===== src/rtl/gnb_param_est.sv =====
// Per-class Gaussian naive Bayes parameter estimator. It makes a mean pass and a mean-absolute-
// deviation pass over the streamed samples, then runs a bit-serial reciprocal to produce the sigma weights.
module gnb_param_est #(
  parameter int W     = 16,
  parameter int DIMS  = 6,
  parameter int LOG_N = 4,
  parameter int FRAC  = 8
) (
  input  logic                clk,
  input  logic                rst_n,
  input  logic                start,
  input  logic                in_valid,
  output logic                in_ready,
  input  logic signed [W-1:0] din [DIMS],
  output logic                pass,
  output logic                busy,
  output logic                params_valid,
  output logic signed [W-1:0] theta [DIMS],
  output logic        [W-1:0] sigma [DIMS],
  output logic        [2:0]   dbg_state
);
  localparam int ACC_W = W + LOG_N;
  localparam int MAD_W = W + 1;
  localparam int Q_W   = FRAC + 1;
  localparam int BIT_W = $clog2(FRAC + 1);
  localparam int DIM_W = (DIMS > 1) ? $clog2(DIMS) : 1;

  typedef enum logic [2:0] {IDLE, MEAN, DEV, DIV, DONE} state_t;

  // A sample moves only on the cycle where in_valid && in_ready are both high. Nothing is
  // consumed otherwise. in_ready depends only on the state, so it never depends on in_valid.
  state_t              state_q, state_d;
  logic [ACC_W-1:0]    acc_q [DIMS], acc_d [DIMS], acc_nx [DIMS];
  logic [MAD_W-1:0]    mad_q [DIMS], mad_d [DIMS];
  logic signed [W-1:0] theta_q [DIMS], theta_d [DIMS];
  logic [W-1:0]        sigma_q [DIMS], sigma_d [DIMS];
  logic signed [W:0]   diff [DIMS];
  logic [MAD_W-1:0]    absd [DIMS];
  logic [LOG_N-1:0]    cnt_q, cnt_d;
  logic [MAD_W-1:0]    rem_q, rem_d, divisor;
  logic [MAD_W:0]      rem_sh;
  logic [Q_W-1:0]      quo_q, quo_d, quo_nx;
  logic [BIT_W-1:0]    bit_q, bit_d;
  logic [DIM_W-1:0]    dim_q, dim_d;
  logic                hs;

  assign in_ready     = (state_q == MEAN) || (state_q == DEV);
  assign pass         = (state_q == DEV);
  assign busy         = (state_q == MEAN) || (state_q == DEV) || (state_q == DIV);
  assign params_valid = (state_q == DONE);
  assign theta        = theta_q;
  assign sigma        = sigma_q;
  assign dbg_state    = state_q;
  assign hs           = in_valid && in_ready;

  always_comb begin
    state_d = state_q;
    acc_d   = acc_q;
    mad_d   = mad_q;
    theta_d = theta_q;
    sigma_d = sigma_q;
    cnt_d   = cnt_q;
    rem_d   = rem_q;
    quo_d   = quo_q;
    bit_d   = bit_q;
    dim_d   = dim_q;
    for (int i = 0; i < DIMS; i++) begin
      diff[i]   = {din[i][W-1], din[i]} - {theta_q[i][W-1], theta_q[i]};
      absd[i]   = diff[i][W] ? MAD_W'(-diff[i]) : MAD_W'(diff[i]);
      acc_nx[i] = (state_q == DEV) ? acc_q[i] + ACC_W'(absd[i])
                                   : acc_q[i] + {{LOG_N{din[i][W-1]}}, din[i]};
    end
    // The dividend 2^FRAC has a single set bit, so that bit is fed in only on the first step.
    divisor = (mad_q[dim_q] == '0) ? MAD_W'(1) : mad_q[dim_q];
    rem_sh  = {rem_q, bit_q == BIT_W'(FRAC)};
    quo_nx  = quo_q;
    if (rem_sh >= {1'b0, divisor}) quo_nx[bit_q] = 1'b1;

    unique case (state_q)
      IDLE, DONE: begin
        if (start) begin
          for (int i = 0; i < DIMS; i++) begin
            acc_d[i]   = '0;
            mad_d[i]   = '0;
            theta_d[i] = '0;
            sigma_d[i] = '0;
          end
          cnt_d   = '0;
          state_d = MEAN;
        end
      end
      MEAN: begin
        if (hs) begin
          acc_d = acc_nx;
          cnt_d = cnt_q + LOG_N'(1);
          if (&cnt_q) begin
            for (int i = 0; i < DIMS; i++) begin
              theta_d[i] = W'($signed(acc_nx[i]) >>> LOG_N);
              acc_d[i]   = '0;
            end
            state_d = DEV;
          end
        end
      end
      DEV: begin
        if (hs) begin
          acc_d = acc_nx;
          cnt_d = cnt_q + LOG_N'(1);
          if (&cnt_q) begin
            for (int i = 0; i < DIMS; i++) begin
              mad_d[i] = MAD_W'(acc_nx[i] >> LOG_N);
              acc_d[i] = '0;
            end
            rem_d   = '0;
            quo_d   = '0;
            bit_d   = BIT_W'(FRAC);
            dim_d   = '0;
            state_d = DIV;
          end
        end
      end
      DIV: begin
        rem_d = (rem_sh >= {1'b0, divisor}) ? MAD_W'(rem_sh - {1'b0, divisor})
                                            : rem_sh[MAD_W-1:0];
        quo_d = quo_nx;
        bit_d = bit_q - BIT_W'(1);
        if (bit_q == '0) begin
          sigma_d[dim_q] = W'(quo_nx);
          rem_d = '0;
          quo_d = '0;
          bit_d = BIT_W'(FRAC);
          if (dim_q == DIM_W'(DIMS - 1)) state_d = DONE;
          else                           dim_d   = dim_q + DIM_W'(1);
        end
      end
      default: state_d = IDLE;
    endcase
  end

  always_ff @(posedge clk or negedge rst_n) begin
    if (!rst_n) begin
      state_q <= IDLE;
      for (int i = 0; i < DIMS; i++) begin
        acc_q[i]   <= '0;
        mad_q[i]   <= '0;
        theta_q[i] <= '0;
        sigma_q[i] <= '0;
      end
      cnt_q <= '0;
      rem_q <= '0;
      quo_q <= '0;
      bit_q <= '0;
      dim_q <= '0;
    end else begin
      state_q <= state_d;
      acc_q   <= acc_d;
      mad_q   <= mad_d;
      theta_q <= theta_d;
      sigma_q <= sigma_d;
      cnt_q   <= cnt_d;
      rem_q   <= rem_d;
      quo_q   <= quo_d;
      bit_q   <= bit_d;
      dim_q   <= dim_d;
    end
  end
endmodule


===== config.mk =====
export PLATFORM = sky130hd
export DESIGN_NAME = gnb_param_est
export DESIGN_NICKNAME = d
export VERILOG_FILES = /design/src/rtl/gnb_param_est.sv
export SDC_FILE = /design/constraint.sdc
export NUM_CORES = 1
export LEC_CHECK = 0
export CAP_MARGIN = 10
export CORE_MARGIN = 2
export CORE_UTILIZATION = 40
export DETAILED_ROUTE_END_ITERATION = 7
export PLACE_DENSITY_LB_ADDON = 0.08
export SLEW_MARGIN = 20
export SYNTH_ARGS = -nofsm -noshare
export SYNTH_HDL_FRONTEND = slang
export SYNTH_SLANG_ARGS = --single-unit

===== constraint.sdc =====
create_clock -name clk -period 6.6 [get_ports clk]
set_input_delay 1.32 -clock clk [delete_from_list [all_inputs] [get_ports clk]]
set_output_delay 1.32 -clock clk [all_outputs]
set_load 0.1 [all_outputs]

==> run_1/logic_types.png <==
Drawn at 2 px/micron.
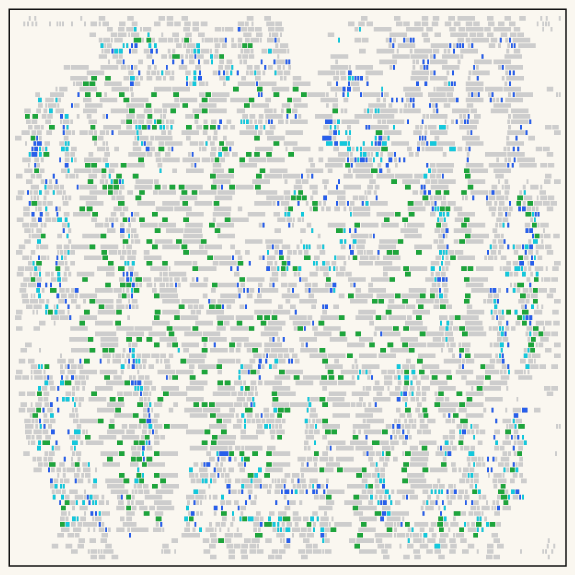
[blue] NAND gates | cells: 454 | where: all over the die
[green] AND-OR and OR-AND gates | cells: 448 | where: all over the die
[cyan] NOR gates | cells: 370 | where: all over the die
Cell Count, Final, Fillers Out: 4775
logic gate fraction of the total cell area: 50.92%
most frequent logic cell in the layout: dfrtp_1

==> run_1/congestion.png <==
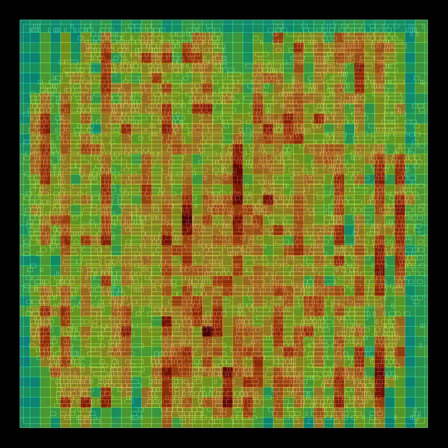
met2 Track Usage GR: 41.56%
most congested layer reported by global routing: met2

==> run_1/metal_density.png <==
Drawn at 1.5 px/micron. 28 x 28 tiles, from white (low) to dark blue (high), scaled to the fullest tile. Values are wire area over tile area, all layers added.
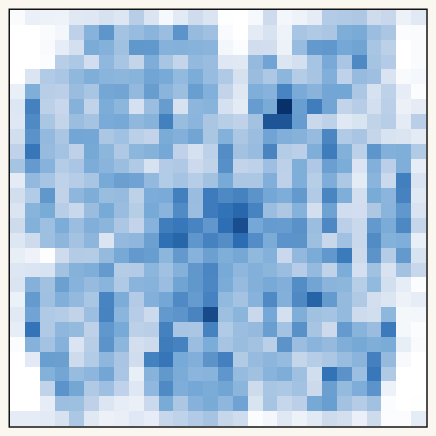
nearly empty tiles: 4.6%
mean over tiles: 0.19
densest ninth of the die: centre
tiles over half the peak: 22%
fullest tile: 0.52

==> results_dict.tcl, run 1 <==
# collected from the flow reports
set metrics [dict create \
    clkLatencyLatePin_ns 0.60 \
    primary_flip_flop_cell_chosen_by_synthesis_mapping "dfrtp_1" \
    arrival_ns 6.69 \
    post_cts_resize_count 0 \
    netlist_logic_family_top "AND-OR/OR-AND gates" \
    muxShareOfSynthArea_pct 0.8484 \
    period_minus_slack_ns 6.200 \
    synth_top_cell_by_area "dfrtp_1" \
    nClkBuffers 56 \
    timing.critical_path.required_ns 7.09 \
    nNonClkBuffers 459 \
    yosys-top-cells-count "dfrtp_1, nand2_1, a22o_1" \
    worstReg2RegEnd "rem_q[8]" \
    topRoutingLayerUsed "met4" \
    run_status "finished, final reports clean" \
    setup_ws_ns 0.4004 \
    power.leakage_nw 16.33 \
    cts_inserted_buffers 46 \
    area_delta_synth_final_pct 21.29 \
    deepest_level_of_the_cts_h_tree 2 \
    drc 0 \
    placeableCoreArea_sq_mm 0.07432 \
    cts-hold-fix-buffers 0 \
    post_synth_tally_of_flip_flops_with_integrated_enable 0 \
    numClockSinks 406 \
    average_cell_area_after_synthesis_sq_um 8.794 \
    io_pins 299 \
    yosys_register_bits 406 \
    ys_sh_xor_pct 7.552 \
    max_cap_viol_count 0 \
    worstSetupPathDepth 24 \
    simple_gate_share_pct 14.30 \
    critical-path-top-delay-family "AND-OR/OR-AND gates" \
    die_w_microns 277.6 \
    grt_antenna_before_repair 0 \
    crit_path_max_incr_delay_ns 0.58 \
    antenna_cells 0 \
]
==> run_1/detail.png <==
Region (124, 68) to (154, 98) microns. Cells in grey, sequential cells in the stronger grey; small squares are vias.
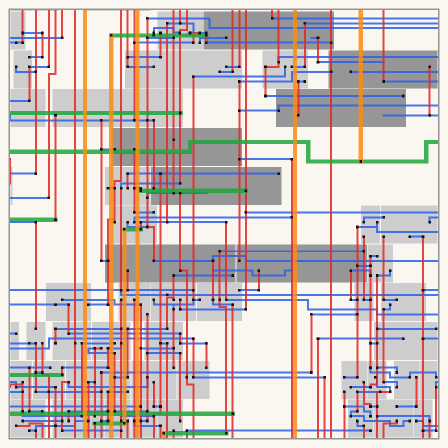

--- run 2 (diff from run 1) ---
SLEW_MARGIN = 30   (was 20)
==> run_2/detail.png <==
Region (124, 68) to (154, 98) microns. Cells in grey, sequential cells in the stronger grey; small squares are vias.
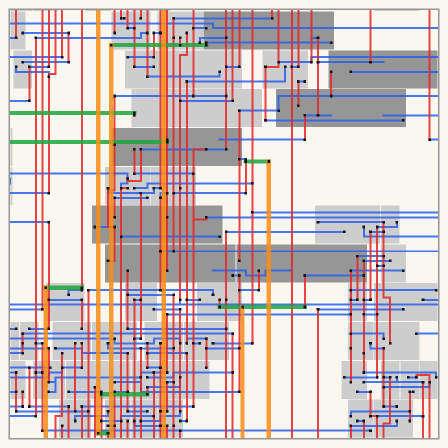
[green] metal 3
[orange] metal 4
[red] metal 2
[blue] metal 1
sequential cells in the window: 7
most frequent: dfrtp_1 (7), a22o_1 (6), a21oi_1 (4)
netlist names of flops here include: `theta` (3), `acc_q` (2), `mad_q` (2)
cells with their middle in the window: 44

==> run_2/logic_types.png <==
Drawn at 2 px/micron.
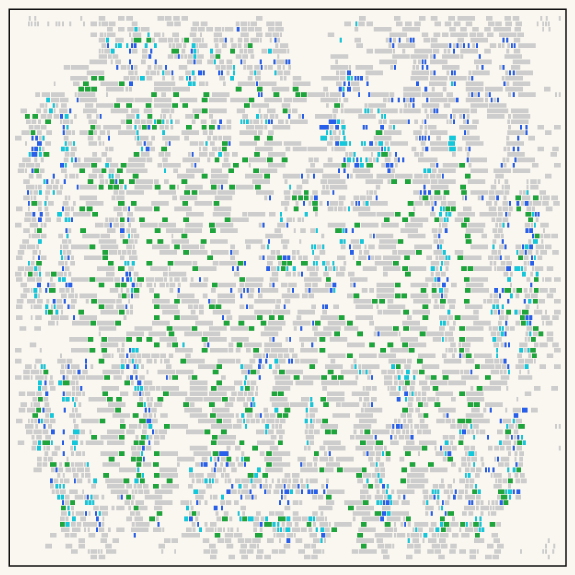
[green] AND-OR and OR-AND gates | cells: 448 | where: all over the die
[blue] NAND gates | cells: 454 | where: all over the die
[cyan] NOR gates | cells: 370 | where: all over the die

==> run_2/congestion.png <==
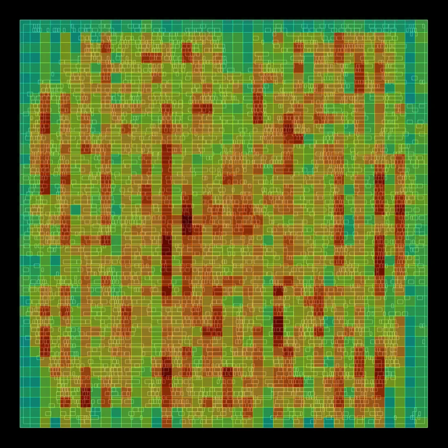
GR Layer Usage met3: 2.308%
post-DR wirelength/cell: 19.75 microns

==> run 2 against run 1 <==
Global-route usage up 0.087 points. Via count rose by 0.20%. Cell count barely moved. Largest cell class unchanged. Total power is essentially flat. Die area is the same. Fmax fell by 0.50%. Sequential power about the same. Setup slack worse by 0.031 ns. Synthesized area stayed put.
==> results_dict.tcl, run 2 <==
# collected from the flow reports
set metrics [dict create \
    run_status "finished, final reports clean" \
    ff2ff_setup_slack_ns 0.66 \
    path_clk_slew_ns 0.06 \
    arrival_ns 6.74 \
    cell_count_final_fillers_out 4777 \
    busiest_layer "met2" \
    worstReg2RegEnd "rem_q[9]" \
    muxShareOfSynthArea_pct 0.8484 \
    seq_power_share_pct 19.6 \
    grt_util_met2_pct 41.50 \
    worstSetupPathDepth 24 \
    period_minus_slack_ns 6.231 \
    numClockSinks 406 \
    grt_antenna_before_repair 0 \
    power.leakage_nw 16.34 \
    primary_flip_flop_cell_chosen_by_synthesis_mapping "dfrtp_1" \
    cts-hold-fix-buffers 0 \
    io_pins 299 \
    area_delta_synth_final_pct 21.25 \
    met1_usage_pct 32.10 \
    post_cts.repair.setup_buffers 0 \
    synth_top_cell_by_area "dfrtp_1" \
    min-delay-start "sigma[23]" \
    place.detailed.hpwl_microns 70760 \
    hold-path-cell-count 2 \
    yosys_register_bits 406 \
    average_cell_area_after_synthesis_sq_um 8.794 \
    post_cts_resize_count 0 \
    placeableCoreArea_sq_mm 0.07432 \
    critical-path-top-delay-family "AND-OR/OR-AND gates" \
    cts_inserted_buffers 47 \
    die_w_microns 277.6 \
    topRoutingLayerUsed "met4" \
    share_comb_of_total_power_pct 67.4 \
    drc 0 \
    clkLatencyLatePin_ns 0.60 \
    yosys-top-cells-count "dfrtp_1, nand2_1, a22o_1" \
    simple_gate_share_pct 14.30 \
    netlist_logic_family_top "AND-OR/OR-AND gates" \
    nNonClkBuffers 460 \
    nClkBuffers 60 \
    antenna_cells 0 \
    layout_top_cell_excl_fill_tap "dfrtp_1" \
    deepest_level_of_the_cts_h_tree 2 \
    post_synth_tally_of_flip_flops_with_integrated_enable 0 \
    max_cap_viol_count 0 \
    sh_comb_area_pct 50.99 \
    crit_path_max_incr_delay_ns 0.57 \
    largestPowerGroup "combinational cells" \
    ys_sh_xor_pct 7.552 \
    nonclk_inv_count 182 \
]
==> run_2/layer_met4.png <==
Drawn at 1.5 px/micron. Supply wires on this layer in grey.
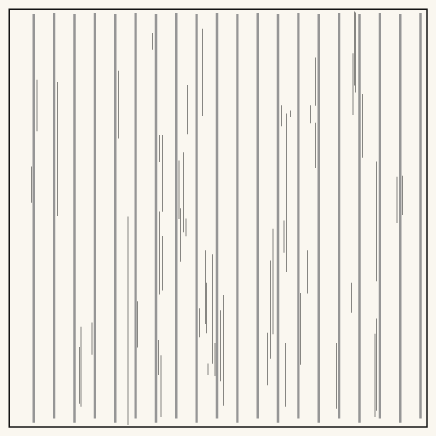

--- run 3 (diff from run 2) ---
==> constraint.sdc (replaced) <==
create_clock -name clk -period 6.6 [get_ports clk]
set_input_delay 0.66 -clock clk [delete_from_list [all_inputs] [get_ports clk]]
set_output_delay 0.66 -clock clk [all_outputs]
set_load 0.1 [all_outputs]
==> run_3/layer_met4.png <==
Drawn at 1.5 px/micron. Supply wires on this layer in grey.
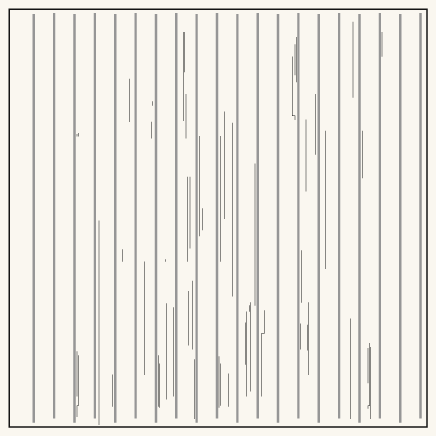
main direction: vertical
wire length on this layer: 2290 microns
longest straight run: 136 microns
nets with wire on the layer: 42
share of all routed wire: 2.5%
Total Wirelength: 92830 microns
detailed-route via count: 26.68k

==> run_3/metal_density.png <==
Drawn at 1.5 px/micron. 28 x 28 tiles, from white (low) to dark blue (high), scaled to the fullest tile. Values are wire area over tile area, all layers added.
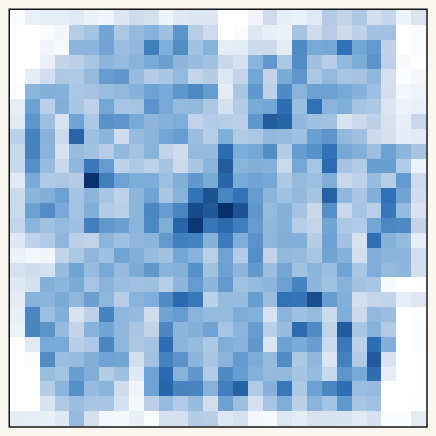
fullest tile: 0.50
nearly empty tiles: 5.7%
densest ninth of the die: centre
mean over tiles: 0.19

==> run_3/logic_types.png <==
Drawn at 2 px/micron.
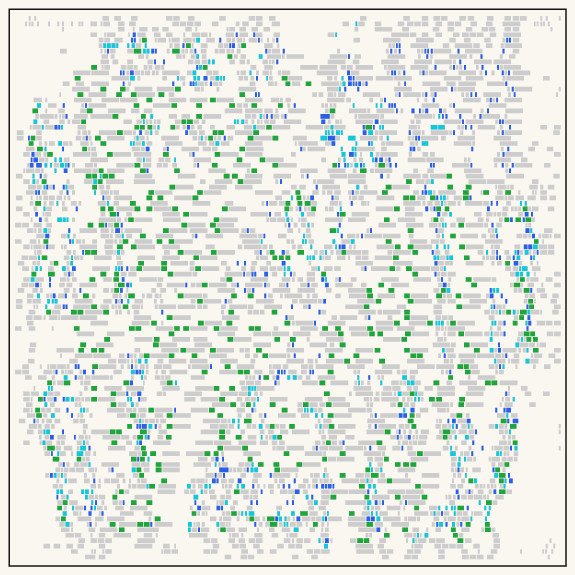
Cell Count, Final, Fillers Out: 4607
logic gate fraction of the total cell area: 52.79%

==> run 3 against run 2 <==
Routed wire length shrank 1.6%. Die area is the same. Clock skew grew 0.0040 ns. Clock power is essentially flat. Sequential cell count is the same. Worst hold slack lost 0.36 ns. Final area shrank 3.5%. Synthesized area is the same. First-iteration DRC count shrank 6.4%. Sequential power is essentially flat. Critical path type is now reg -> reg.
==> results_dict.tcl, run 3 <==
# collected from the flow reports
set metrics [dict create \
    run_status "finished, final reports clean" \
    post_cts.repair.setup_buffers 0 \
    die_w_microns 277.6 \
    nClkBuffers 55 \
    synth_top_cell_by_area "dfrtp_1" \
    period_minus_slack_ns 6.000 \
    nonclk_inv_count 182 \
    nNonClkBuffers 295 \
    place.detailed.hpwl_microns 69290 \
    io_pins 299 \
    grt_antenna_before_repair 0 \
    yosys-top-cells-count "dfrtp_1, nand2_1, a22o_1" \
    average_cell_area_after_synthesis_sq_um 8.794 \
    grt_util_met2_pct 40.34 \
    drc 0 \
    max_cap_viol_count 0 \
    deepest_level_of_the_cts_h_tree 2 \
    critPathMaxFanout 18 \
    critical-path-top-delay-family "AND-OR/OR-AND gates" \
    worstReg2RegEnd "sigma[64]" \
    arrival_ns 6.45 \
    topRoutingLayerUsed "met4" \
    ys_sh_xor_pct 7.552 \
    floorplan.tapcells 969 \
    met1_usage_pct 31.79 \
    cts-hold-fix-buffers 0 \
    path_clk_slew_ns 0.06 \
    primary_flip_flop_cell_chosen_by_synthesis_mapping "dfrtp_1" \
    placeableCoreArea_sq_mm 0.07432 \
    route.detailed.wl_per_inst_microns 20.15 \
    netlist_logic_family_top "AND-OR/OR-AND gates" \
    power.leakage_nw 15.52 \
    cts_inserted_buffers 45 \
    seq_power_share_pct 20.4 \
    layout_top_cell_excl_fill_tap "dfrtp_1" \
    area.sequential_sq_mm 0.01016 \
    muxShareOfSynthArea_pct 0.8484 \
    ff2ff_setup_slack_ns 0.60 \
    post_cts_resize_count 0 \
    synthesis.yosys.warnings 0 \
    clkLatencyLatePin_ns 0.60 \
    timing.critical_path.required_ns 7.05 \
    numClockSinks 406 \
    worstSetupPathDepth 21 \
    crit_path_max_incr_delay_ns 0.53 \
    cts_buffer_depth 3 \
    post_synth_tally_of_flip_flops_with_integrated_enable 0 \
    p_switching_mw 10.38 \
    yosys.area_share.adder_pct 10.73 \
    share_comb_of_total_power_pct 66.0 \
    largestPowerGroup "combinational cells" \
    simple_gate_share_pct 14.30 \
    setup_ws_ns 0.6000 \
    synth.cell_area_sq_mm 0.02994 \
    use_met3_pct 2.316 \
    yosys_register_bits 406 \
]
Power figures rest on the tool's default switching activity, not on a simulated workload.
